**src/rtl/uart_core.sv**
```systemverilog
// Full-duplex 8N1 UART with independent TX/RX channels, runtime clocks-per-bit divisors
// and byte-wide valid/ready handshakes on both sides.
module uart_core #(
  parameter int SYNC_STAGES = 2
) (
  input  logic        clk_i,
  input  logic        rst_i,
  input  logic [7:0]  tx_data_i,
  input  logic        tx_data_vld_i,
  output logic        tx_data_rdy_o,
  input  logic [31:0] tx_baud_div_i,
  output logic        tx_o,
  input  logic        rx_i,
  input  logic        rx_data_rdy_i,
  input  logic [31:0] rx_baud_div_i,
  output logic        rx_data_vld_o,
  output logic [7:0]  rx_data_o
);

  typedef enum logic [1:0] {S_IDLE, S_START, S_DATA, S_STOP} state_e;

  state_e      tx_state_q, tx_state_d;
  logic [31:0] tx_cnt_q, tx_cnt_d, tx_div_q, tx_div_d, tx_div_eff;
  logic [2:0]  tx_bit_q, tx_bit_d;
  logic [7:0]  tx_shift_q, tx_shift_d;
  logic        tx_q, tx_d;

  state_e      rx_state_q, rx_state_d;
  logic [31:0] rx_cnt_q, rx_cnt_d, rx_div_q, rx_div_d, rx_div_eff;
  logic [2:0]  rx_bit_q, rx_bit_d;
  logic [7:0]  rx_shift_q, rx_shift_d;
  logic [7:0]  rx_data_q, rx_data_d;
  logic        rx_vld_q, rx_vld_d;
  logic [SYNC_STAGES-1:0] sync_q;
  logic        rx_prev_q, rx_s;

  // Divisors below 2 would leave no room for a mid-bit sample, so clamp them.
  assign tx_div_eff = (tx_baud_div_i < 32'd2) ? 32'd2 : tx_baud_div_i;
  assign rx_div_eff = (rx_baud_div_i < 32'd2) ? 32'd2 : rx_baud_div_i;
  assign rx_s       = sync_q[SYNC_STAGES-1];

  always_ff @(posedge clk_i) begin
    if (rst_i) begin
      tx_state_q <= S_IDLE;
      tx_cnt_q   <= '0;
      tx_div_q   <= '0;
      tx_bit_q   <= '0;
      tx_shift_q <= '0;
      tx_q       <= 1'b1;
      rx_state_q <= S_IDLE;
      rx_cnt_q   <= '0;
      rx_div_q   <= '0;
      rx_bit_q   <= '0;
      rx_shift_q <= '0;
      rx_data_q  <= '0;
      rx_vld_q   <= 1'b0;
      sync_q     <= '1;
      rx_prev_q  <= 1'b1;
    end else begin
      tx_state_q <= tx_state_d;
      tx_cnt_q   <= tx_cnt_d;
      tx_div_q   <= tx_div_d;
      tx_bit_q   <= tx_bit_d;
      tx_shift_q <= tx_shift_d;
      tx_q       <= tx_d;
      rx_state_q <= rx_state_d;
      rx_cnt_q   <= rx_cnt_d;
      rx_div_q   <= rx_div_d;
      rx_bit_q   <= rx_bit_d;
      rx_shift_q <= rx_shift_d;
      rx_data_q  <= rx_data_d;
      rx_vld_q   <= rx_vld_d;
      sync_q     <= {sync_q[SYNC_STAGES-2:0], rx_i};
      rx_prev_q  <= rx_s;
    end
  end

  always_comb begin
    tx_state_d = tx_state_q;
    tx_cnt_d   = tx_cnt_q;
    tx_div_d   = tx_div_q;
    tx_bit_d   = tx_bit_q;
    tx_shift_d = tx_shift_q;
    tx_d       = tx_q;
    case (tx_state_q)
      S_IDLE: begin
        tx_d = 1'b1;
        if (tx_data_vld_i) begin
          tx_shift_d = tx_data_i;
          tx_div_d   = tx_div_eff;
          tx_cnt_d   = tx_div_eff - 32'd1;
          tx_d       = 1'b0;
          tx_state_d = S_START;
        end
      end
      S_START: begin
        if (tx_cnt_q == 32'd0) begin
          tx_cnt_d   = tx_div_q - 32'd1;
          tx_bit_d   = 3'd0;
          tx_d       = tx_shift_q[0];
          tx_state_d = S_DATA;
        end else begin
          tx_cnt_d = tx_cnt_q - 32'd1;
        end
      end
      S_DATA: begin
        if (tx_cnt_q == 32'd0) begin
          tx_cnt_d = tx_div_q - 32'd1;
          if (tx_bit_q == 3'd7) begin
            tx_d       = 1'b1;
            tx_state_d = S_STOP;
          end else begin
            tx_bit_d   = tx_bit_q + 3'd1;
            tx_shift_d = tx_shift_q >> 1;
            tx_d       = tx_shift_q[1];
          end
        end else begin
          tx_cnt_d = tx_cnt_q - 32'd1;
        end
      end
      S_STOP: begin
        if (tx_cnt_q == 32'd0) tx_state_d = S_IDLE;
        else                   tx_cnt_d   = tx_cnt_q - 32'd1;
      end
      default: tx_state_d = S_IDLE;
    endcase
  end

  always_comb begin
    rx_state_d = rx_state_q;
    rx_cnt_d   = rx_cnt_q;
    rx_div_d   = rx_div_q;
    rx_bit_d   = rx_bit_q;
    rx_shift_d = rx_shift_q;
    rx_data_d  = rx_data_q;
    rx_vld_d   = rx_vld_q;
    if (rx_vld_q && rx_data_rdy_i) rx_vld_d = 1'b0;
    case (rx_state_q)
      S_IDLE: begin
        if (rx_prev_q && !rx_s) begin
          rx_div_d   = rx_div_eff;
          rx_cnt_d   = (rx_div_eff >> 1) - 32'd1;
          rx_state_d = S_START;
        end
      end
      S_START: begin
        if (rx_cnt_q == 32'd0) begin
          if (rx_s) begin
            rx_state_d = S_IDLE;
          end else begin
            rx_cnt_d   = rx_div_q - 32'd1;
            rx_bit_d   = 3'd0;
            rx_state_d = S_DATA;
          end
        end else begin
          rx_cnt_d = rx_cnt_q - 32'd1;
        end
      end
      S_DATA: begin
        if (rx_cnt_q == 32'd0) begin
          rx_shift_d = {rx_s, rx_shift_q[7:1]};
          rx_cnt_d   = rx_div_q - 32'd1;
          if (rx_bit_q == 3'd7) rx_state_d = S_STOP;
          else                  rx_bit_d   = rx_bit_q + 3'd1;
        end else begin
          rx_cnt_d = rx_cnt_q - 32'd1;
        end
      end
      S_STOP: begin
        // Leave mid stop bit so a back-to-back start edge is not missed.
        if (rx_cnt_q == 32'd0) begin
          rx_state_d = S_IDLE;
          if (rx_s) begin
            rx_data_d = rx_shift_q;
            rx_vld_d  = 1'b1;
          end
        end else begin
          rx_cnt_d = rx_cnt_q - 32'd1;
        end
      end
      default: rx_state_d = S_IDLE;
    endcase
  end

  assign tx_data_rdy_o = (tx_state_q == S_IDLE);
  assign tx_o          = tx_q;
  assign rx_data_vld_o = rx_vld_q;
  assign rx_data_o     = rx_data_q;

endmodule

```
**config.mk**
```make
export PLATFORM = sky130hd
export DESIGN_NAME = uart_core
export DESIGN_NICKNAME = d
export VERILOG_FILES = /design/src/rtl/uart_core.sv
export SDC_FILE = /design/constraint.sdc
export NUM_CORES = 1
export LEC_CHECK = 0
export ABC_AREA = 0
export CORE_AREA = 2 2 214 216
export CTS_CLUSTER_SIZE = 16
export DETAILED_ROUTE_END_ITERATION = 8
export DIE_AREA = 0 0 216 218
export GPL_TIMING_DRIVEN = 0
export PLACE_DENSITY_LB_ADDON = 0.08
export SLEW_MARGIN = 20
export SYNTH_ARGS = -nofsm -noshare
export SYNTH_HDL_FRONTEND = slang
export SYNTH_SLANG_ARGS = --single-unit
```
**constraint.sdc**
```tcl
create_clock -name clk_i -period 7.6 [get_ports clk_i]
set_clock_uncertainty 0.15 [all_clocks]
set_input_delay 2.28 -clock clk_i [delete_from_list [all_inputs] [get_ports clk_i]]
set_output_delay 2.28 -clock clk_i [all_outputs]
set_load 0.005 [all_outputs]
```
==> images/closeup.png <==
Window x 152 to 172, y 154 to 174 µm. Cells in gray, sequential cells in the stronger gray; small squares are vias.
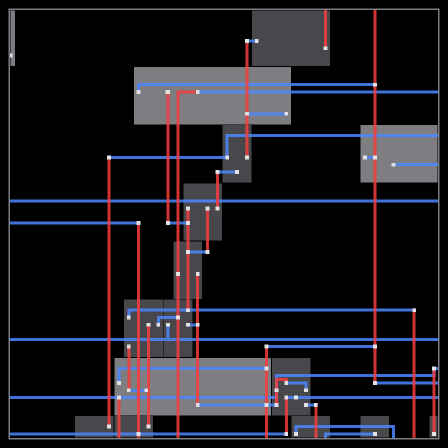
color	layer
blue	M1
red	M2
cells with their middle in the window	9
sequential cells in the window	2
most frequent	nand2_1 (3), a21oi_1 (2), dfxtp_1 (2)
netlist names of flops here include	rx_data_o (1), rx_shift_q (1)

==> images/m2.png <==
Drawn at 1.5 px/µm. Cells faint in the background.
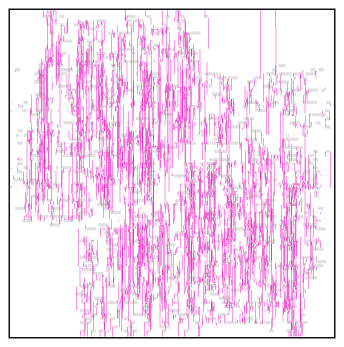
main direction	vertical
nets with wire on the layer	1,361
longest straight run	81.3 µm
via count: 11,610
DRT Wirelength: 47,020 µm
met2 GRT Util: 31.20%

==> results.py <==
# Flow results
metrics = {
    "run_status": {
        "outcome": "finished, final reports clean",
    },
    "synth": {
        "edf_count": 0,
        "ff_type": "dfxtp_1",
        "mux_area_share_pct": 1.299,
        "ys_cells": 1472,
        "ys_top_cells_by_area": "dfxtp_1, nand2_1, a21oi_1",
        "synth-seq-cells": 167,
        "yosysWarnings": 0,
        "adder_share_pct": 2.260,
        "top_area_cell": "dfxtp_1",
        "netlist_logic_family_top": "simple AND/OR/NAND/NOR gates",
        "synthAoiAreaFrac_pct": 21.55,
        "xor_share_pct": 10.76,
        "synth_seq_share_pct": 30.19,
        "ys_chip_area_mm2": 0.01107,
        "ys_sh_simple_pct": 29.79,
        "yosysTopAreaCellShare_pct": 30.19,
        "syn_avg_cell_area_um2": 7.523,
    },
    "final_timing": {
        "max_slew_margin_pct": 26.06,
        "tightest_slew_ns": 1.101,
        "grt_setup_unrepaired": "false",
        "hold_ws_ns": 0.2642,
        "setup_viol": 0,
        "hold_viol": 0,
        "finalCriticalPeriod_ns": 7.165,
        "drv_slew": 0,
        "tns_ns": 0,
    },
    "power_and_ir_drop": {
        "seqPwrFrac_pct": 28.7,
        "comb-power_mw": 2.14,
        "swShare_pct": 46.50,
        "ir_worst_vdd_mv": 0.1403,
        "intPower_mw": 2.320,
        "sequentialPower_mw": 1.24,
        "p_per_area_mw_per_mm2": 325.6,
        "clkPwrFrac_pct": 21.9,
        "finalPower_mw": 4.335,
    },
    "final_layout": {
        "logic_gates": 1192,
        "final_core_util_pct": 29.66,
        "nonClkBufAreaFrac_pct": 9.257,
        "register_area_mm2": 0.003343,
        "logic_area_mm2": 0.007300,
        "diodes": 0,
        "clock_buffers": 20,
        "area_delta_synth_final_pct": 20.24,
        "comb_share_pct": 54.83,
        "fillCellCount": 4980,
        "stdcell_area_mm2": 0.01331,
        "final_cell_mix": "nand2_1, dfxtp_1, a21oi_1, nor2_1, clkdlybuf4s50_1",
        "n_all_buffers": 175,
    },
    "worst_setup_path": {
        "crit_cells": 14,
        "startpoint_type": "primary input",
        "path_cells": "clkdlybuf4s50_1 > or4_1 > nor4_2 > nand4_1 > nand2b_1 > nand2_1 > ha_1 > or3b_2 > nor2_2 > nand3_1 > or4_1 > xor2_1 > a21oi_1 > a22o_1",
        "reg2reg_depth": 11,
        "crit_fanout": 8,
        "worstReg2RegStart": "rx_cnt_q[0]",
        "worst_path_most_repeated_cell": "or4_1",
        "slowest_delay_ns": 0.68,
        "arrival_ns": 7.40,
    },
    "placed_design": {
        "place_ws_ns": -0.2793,
        "dpl.cell_count": 2158,
        "port_buffers": 86,
        "post_dp_cell_area_mm2": 0.01270,
        "routabilityCongestion": 0.8526,
    },
    "global_route": {
        "use_met1_pct": 27.40,
        "antenna_found_initial": 0,
    },
    "die": {
        "die_height_um": 218,
        "die-area_mm2": 0.04709,
    },
    "hold_path": {
        "hp-start": "sync_q[0]",
        "whs_endpoint": "sync_q[1]",
    },
    "clocking": {
        "postCtsSetupBuffers": 0,
        "h-tree-depth": 4,
        "cts_tree": "yes",
    },
    "detailed_routing": {
        "viasPerCell": 5.300,
        "met3_length_um": 2349,
        "drtAntennaViolNets": 0,
        "wl_met1_um": 22570,
    },
    "flow_run": {
        "warnings": 34,
    },
}
==> images/clock_nets.png <==
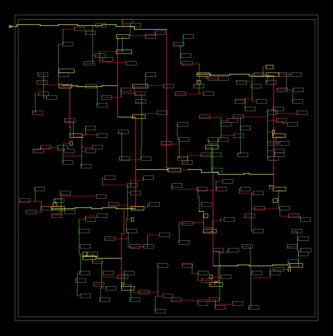
clk latency late pin: 0.50 ns
clk pwr: 950 µW

==> images/layers.png <==
Drawn at 2 px/µm. Two of the layers only.
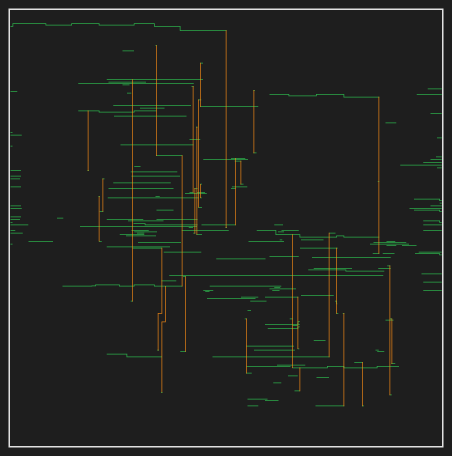
color	layer	wire length
orange	M4	1,290 µm
green	M3	2,350 µm
routed len/inst: 21.47 µm
GRT Overall Usage: 20.14%

Power is estimated from default activity; no workload was simulated.
